<file path="src/rtl/pad_driver_if.sv">
// Request channel into pad_driver: a valid/ready handshake carrying a 2-bit pad colour.
interface pad_driver_if;
  logic       req_valid;
  logic [1:0] req_color;
  logic       req_ready;

  modport master (output req_valid, output req_color, input  req_ready);
  modport slave  (input  req_valid, input  req_color, output req_ready);
endinterface

</file>
<file path="src/rtl/pad_driver.sv">
// Lamp/tone driver: lights one pad for ON_TIME cycles, then stays dark for GAP_TIME cycles.
// Optional macro PAD_DRIVER_TONE_EN adds the square-wave tone generator (tone tied 0 otherwise).
module pad_driver #(
  parameter int unsigned ON_TIME     = 25000000,
  parameter int unsigned GAP_TIME    = 5000000,
  parameter int unsigned TONE_HALF_0 = 60241,
  parameter int unsigned TONE_HALF_1 = 80645,
  parameter int unsigned TONE_HALF_2 = 99206,
  parameter int unsigned TONE_HALF_3 = 119617
) (
  input  logic         sysclk,
  input  logic         sysrst_n,
  pad_driver_if.slave  req_if,
  input  logic         abort,
  output logic [3:0]   led,
  output logic         tone,
  output logic         busy
);

  if (ON_TIME < 1 || TONE_HALF_0 < 1 || TONE_HALF_1 < 1 ||
      TONE_HALF_2 < 1 || TONE_HALF_3 < 1) begin : g_bad_param
    $error("pad_driver: ON_TIME and TONE_HALF_* must be at least 1");
  end

  typedef enum logic [1:0] {ST_IDLE, ST_ON, ST_GAP} state_t;

  localparam logic [31:0] ON_LAST  = 32'(ON_TIME) - 32'd1;
  localparam logic [31:0] GAP_LAST = 32'(GAP_TIME) - 32'd1;

  state_t      r_state;
  state_t      w_state_nxt;
  logic [31:0] r_cnt;
  logic [31:0] w_cnt_nxt;
  logic [1:0]  r_color;
  logic [1:0]  w_color_nxt;
  logic [3:0]  r_led;
  logic [3:0]  w_led_nxt;
  logic        r_busy;
  logic        w_busy_nxt;
  logic        r_ready;
  logic        w_ready_nxt;
  logic        w_ready;
  logic        w_hs;

  // Abort in IDLE must block a same-cycle handshake, so ready is gated combinationally.
  assign w_ready          = r_ready & ~abort;
  assign w_hs             = req_if.req_valid & w_ready;
  assign req_if.req_ready = w_ready;
  assign w_color_nxt      = w_hs ? req_if.req_color : r_color;

  always_ff @(posedge sysclk) begin
    if (!sysrst_n) begin
      r_state <= ST_IDLE;
      r_cnt   <= '0;
      r_color <= '0;
      r_led   <= '0;
      r_busy  <= 1'b0;
      r_ready <= 1'b0;
    end else begin
      r_state <= w_state_nxt;
      r_cnt   <= w_cnt_nxt;
      r_color <= w_color_nxt;
      r_led   <= w_led_nxt;
      r_busy  <= w_busy_nxt;
      r_ready <= w_ready_nxt;
    end
  end

  always_comb begin
    w_state_nxt = r_state;
    w_cnt_nxt   = r_cnt + 32'd1;
    case (r_state)
      ST_IDLE: begin
        w_cnt_nxt = '0;
        if (w_hs) w_state_nxt = ST_ON;
      end
      ST_ON: begin
        if (abort) begin
          w_state_nxt = ST_IDLE;
          w_cnt_nxt   = '0;
        end else if (r_cnt == ON_LAST) begin
          w_state_nxt = (GAP_TIME > 0) ? ST_GAP : ST_IDLE;
          w_cnt_nxt   = '0;
        end
      end
      ST_GAP: begin
        if (abort || r_cnt == GAP_LAST) begin
          w_state_nxt = ST_IDLE;
          w_cnt_nxt   = '0;
        end
      end
      default: begin
        w_state_nxt = ST_IDLE;
        w_cnt_nxt   = '0;
      end
    endcase
  end

  // Outputs are decoded from the next state so they land in flops aligned with r_state.
  always_comb begin
    w_led_nxt   = '0;
    w_busy_nxt  = (w_state_nxt != ST_IDLE);
    w_ready_nxt = (w_state_nxt == ST_IDLE);
    if (w_state_nxt == ST_ON) w_led_nxt = 4'b0001 << w_color_nxt;
  end

  assign led  = r_led;
  assign busy = r_busy;

`ifdef PAD_DRIVER_TONE_EN
  logic [31:0] r_tcnt;
  logic        r_tone;
  logic [31:0] w_half_last;

  always_comb begin
    case (r_color)
      2'd0:    w_half_last = 32'(TONE_HALF_0) - 32'd1;
      2'd1:    w_half_last = 32'(TONE_HALF_1) - 32'd1;
      2'd2:    w_half_last = 32'(TONE_HALF_2) - 32'd1;
      default: w_half_last = 32'(TONE_HALF_3) - 32'd1;
    endcase
  end

  // Counting only while staying in ON makes every ON entry start from phase zero.
  always_ff @(posedge sysclk) begin
    if (!sysrst_n) begin
      r_tcnt <= '0;
      r_tone <= 1'b0;
    end else if (r_state != ST_ON || w_state_nxt != ST_ON) begin
      r_tcnt <= '0;
      r_tone <= 1'b0;
    end else if (r_tcnt == w_half_last) begin
      r_tcnt <= '0;
      r_tone <= ~r_tone;
    end else begin
      r_tcnt <= r_tcnt + 32'd1;
    end
  end

  assign tone = r_tone;
`else
  assign tone = 1'b0;
`endif

endmodule

</file>
<file path="src/flat_wrapper.sv">
// flat-port wrapper written by rule: the top's interface ports become plain ports
module pad_driver_flat 
#(
  parameter int unsigned ON_TIME     = 25000000,
  parameter int unsigned GAP_TIME    = 5000000,
  parameter int unsigned TONE_HALF_0 = 60241,
  parameter int unsigned TONE_HALF_1 = 80645,
  parameter int unsigned TONE_HALF_2 = 99206,
  parameter int unsigned TONE_HALF_3 = 119617
)
  (sysclk, sysrst_n, abort, led, tone, busy, req_if_req_valid, req_if_req_color, req_if_req_ready);
  pad_driver_if req_if_i ();
  input  logic sysclk;
  input  logic sysrst_n;
  input  logic abort;
  output logic [3:0] led;
  output logic tone;
  output logic busy;
  input wire logic [$bits(req_if_i.req_valid)-1:0] req_if_req_valid;
  input wire logic [$bits(req_if_i.req_color)-1:0] req_if_req_color;
  output wire logic [$bits(req_if_i.req_ready)-1:0] req_if_req_ready;
  assign req_if_i.req_valid = req_if_req_valid;
  assign req_if_i.req_color = req_if_req_color;
  assign req_if_req_ready = req_if_i.req_ready;
  pad_driver #(.ON_TIME(ON_TIME), .GAP_TIME(GAP_TIME), .TONE_HALF_0(TONE_HALF_0), .TONE_HALF_1(TONE_HALF_1), .TONE_HALF_2(TONE_HALF_2), .TONE_HALF_3(TONE_HALF_3)) u_core (.sysclk(sysclk), .sysrst_n(sysrst_n), .req_if(req_if_i), .abort(abort), .led(led), .tone(tone), .busy(busy));
endmodule
</file>
<file path="config.mk">
export PLATFORM = sky130hd
export DESIGN_NAME = pad_driver_flat
export DESIGN_NICKNAME = d
export VERILOG_FILES = /design/src/rtl/pad_driver_if.sv /design/src/rtl/pad_driver.sv /design/src/flat_wrapper.sv
export SDC_FILE = /design/constraint.sdc
export NUM_CORES = 1
export LEC_CHECK = 0
export ABC_CLOCK_PERIOD_IN_PS = 3100
export CORE_UTILIZATION = 50
export DETAILED_ROUTE_END_ITERATION = 12
export HOLD_SLACK_MARGIN = 0.02
export PLACE_DENSITY = 0.78
export SLEW_MARGIN = 20
export SYNTH_ARGS = -nofsm -noshare
export SYNTH_HDL_FRONTEND = slang
export SYNTH_SLANG_ARGS = --single-unit
</file>
<file path="constraint.sdc">
create_clock -name sysclk -period 3.1 [get_ports sysclk]
set_input_delay 0.62 -clock sysclk [delete_from_list [all_inputs] [get_ports sysclk]]
set_output_delay 0.62 -clock sysclk [all_outputs]
set_load 0.02 [all_outputs]
</file>
Close-up of the layout:
Region (20, 20) to (45, 45) um. Cells in grey, sequential cells in the stronger grey; small squares are vias.
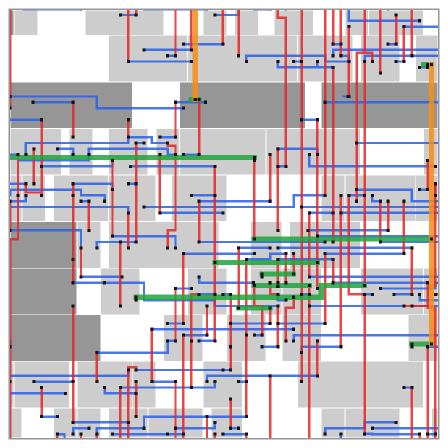
Key: orange = M4; blue = M1; green = M3; red = M2
Sequential cells in the window: 6. Most frequent: nor2_1 (8), dfxtp_1 (6), nand2_1 (5). 54 logic cells have their middle in the window. Netlist names of flops here include u_core.r_cnt (6).

Placed cells, one colour a class:
(6 px per um) Fill, decap, tap and diode cells in grey.
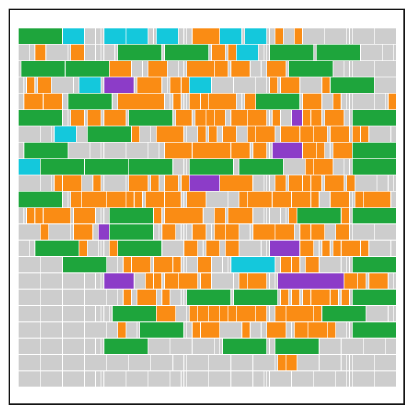
Key: orange = remaining logic cells [cells 176]; green = registers [cells 42]; cyan = remaining buffers and delay cells [cells 12]; purple = clock drivers and dummy loads [cells 8]
Core Region: 0.00377 mm2
post-layout util: 60.5%
Seq area share: 36.9%
# rows: 22

Cell area per tile:
(4 px per um) 7 x 7 tiles, from black (low) to pale yellow (high), 0 to 100% covered.
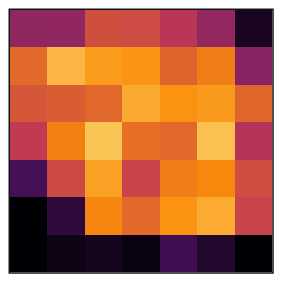
6.1% of the tiles are nearly empty. The fullest tile reaches 87%. 22% of the tiles are over 75% full. The emptiest ninth of the die: south-west.
FP Core Util: 53.6%

==> impl_metrics.py <==
# Metrics from the implementation run
metrics = {
    "floorplanning": {
        "die_area_mm2": 0.00430,
        "dieWidth_um": 65.6,
    },
    "finish": {
        "antenna_cells": 0,
        "instances_no_fill": 286,
        "fill_cells": 321,
        "dominant_cells": "multi-input combinational cells",
        "nNetsFinal": 248,
        "seq_cell_count": 42,
        "registers.top_by_ff_count": "u_core.r_cnt",
        "stdcell_area_mm2": 0.00228,
    },
    "drt": {
        "vias": 1560,
        "first_pass_iters": 5,
        "wirelength_mm": 3.58,
        "drt_iter0_markers": 84,
        "detail-route-antenna-nets": 0,
        "wire_per_inst_um": 12.5,
    },
    "setup_path": {
        "r2r_end": "u_core.r_cnt[30]",
        "cp-end-kind": "flip-flop",
        "rr_startpoint": "u_core.r_cnt[0]",
    },
    "cts": {
        "cts-resized-gates": 0,
        "cts_tree": "yes",
        "post_cts_buffers": 0,
        "clk_path_buf_depth": 2,
    },
    "global_routing": {
        "grt_max_degree": 20,
        "grt_remaining_overflow": 0,
        "first_global_vias": 1368,
    },
    "synth": {
        "ys_seq_share_pct": 41.6,
        "simple_gate_share_pct": 32.7,
        "mux_share_pct": 0.991,
        "ys_sh_adder_pct": 3.10,
        "ys_cells": 226,
        "syn_area_mm2": 0.00202,
    },
    "power": {
        "power.density_mw_per_mm2": 439,
        "power_frac_comb_pct": 3.7,
        "ir_drop_mv": 0.271,
    },
    "sta": {
        "finalCritPeriodShare_pct": 79.1,
        "fmax_mhz": 408,
    },
    "run_status": {
        "status": "complete, no violations",
    },
    "flow_run": {
        "tool_warnings": 29,
    },
}
Clock network drawn from the DEF:
(8 px per um)
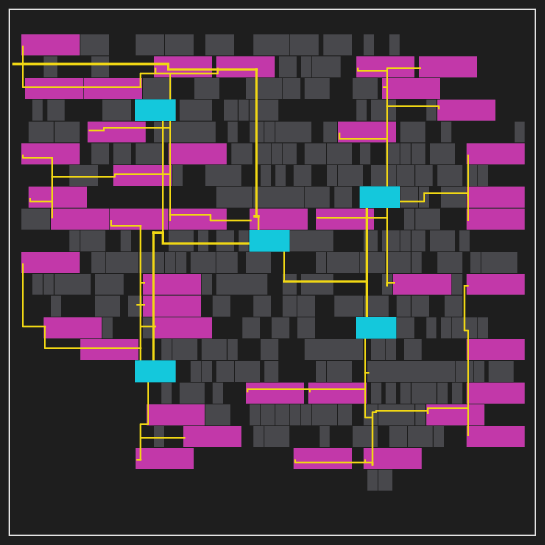
Key: yellow = clock wires [length 476 um]; cyan = clock-net drivers [count 5]; magenta = flip-flops [count 42]
Position of the flops: all over the die. There are 6 routed clock nets.
clock share of power: 41.9%
clk pwr: 0.419 mW

The clock network:
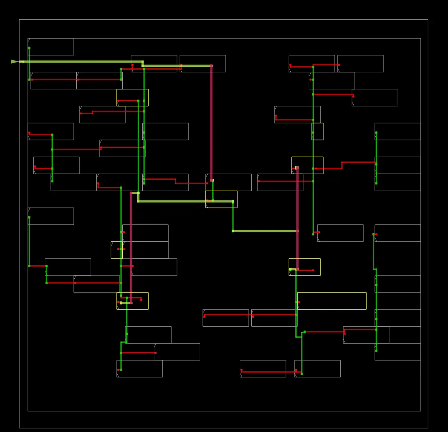
CLK BUF: 5
Worst Skew: 0.00707 ns
Clock Latency Late Sink: 0.29 ns
Num CTS Buffers: 5
clk sinks: 42

metal layers:
| metal | vias to the layer above | track usage (%) | routed length (um) |
|---|---|---|---|
| met1 | 731 | 22.4 | 1740 |
| met5 | - | 0 | 0 |
| li1 | 787 | - | - |
| met2 | 33 | 29.0 | 1660 |
| met3 | 9 | 4.17 | 110 |
| met4 | 0 | 9.78 | 72 |
how the worst max path moves through the flow:
stage	startpoint	end	slack, ns	cells past startpoint
2_1_floorplan	u_core.r_cnt[0]	u_core.busy	0.97	6
3_3_place_gp	u_core.r_cnt[0]	u_core.r_cnt[2]	0.65	8
3_5_place_dp	u_core.r_cnt[0]	u_core.r_cnt[22]	0.64	8
4_1_cts	u_core.r_cnt[0]	u_core.r_cnt[22]	0.63	8
5_1_grt	u_core.r_cnt[0]	u_core.r_cnt[20]	0.54	8
6_report	u_core.r_cnt[0]	u_core.r_cnt[30]	0.65	8
synth_stat cells, types with 2 or more instances:
| library cell | number | area share, % |
|---|---|---|
| nor2_1 | 42 | 7.8 |
| nor4_1 | 9 | 2.8 |
| nand4_1 | 6 | 1.9 |
| nand2_1 | 14 | 2.6 |
| clkbuf_1 | 3 | 0.56 |
| buf_2 | 3 | 0.74 |
| nand3_1 | 9 | 2.2 |
| nor4b_1 | 4 | 1.7 |
| inv_1 | 10 | 1.9 |
| dfxtp_1 | 42 | 42 |
| xnor2_1 | 17 | 7.4 |
| mux2i_1 | 2 | 0.99 |
| nor3_1 | 8 | 2.0 |
| a21oi_1 | 3 | 0.74 |
| or3_1 | 2 | 0.62 |
| ha_1 | 5 | 3.1 |
| and2_1 | 2 | 0.62 |
| and3_1 | 2 | 0.62 |
| xor2_1 | 13 | 5.6 |
| nor2b_1 | 4 | 1.2 |
Power is estimated from default activity; no workload was simulated.
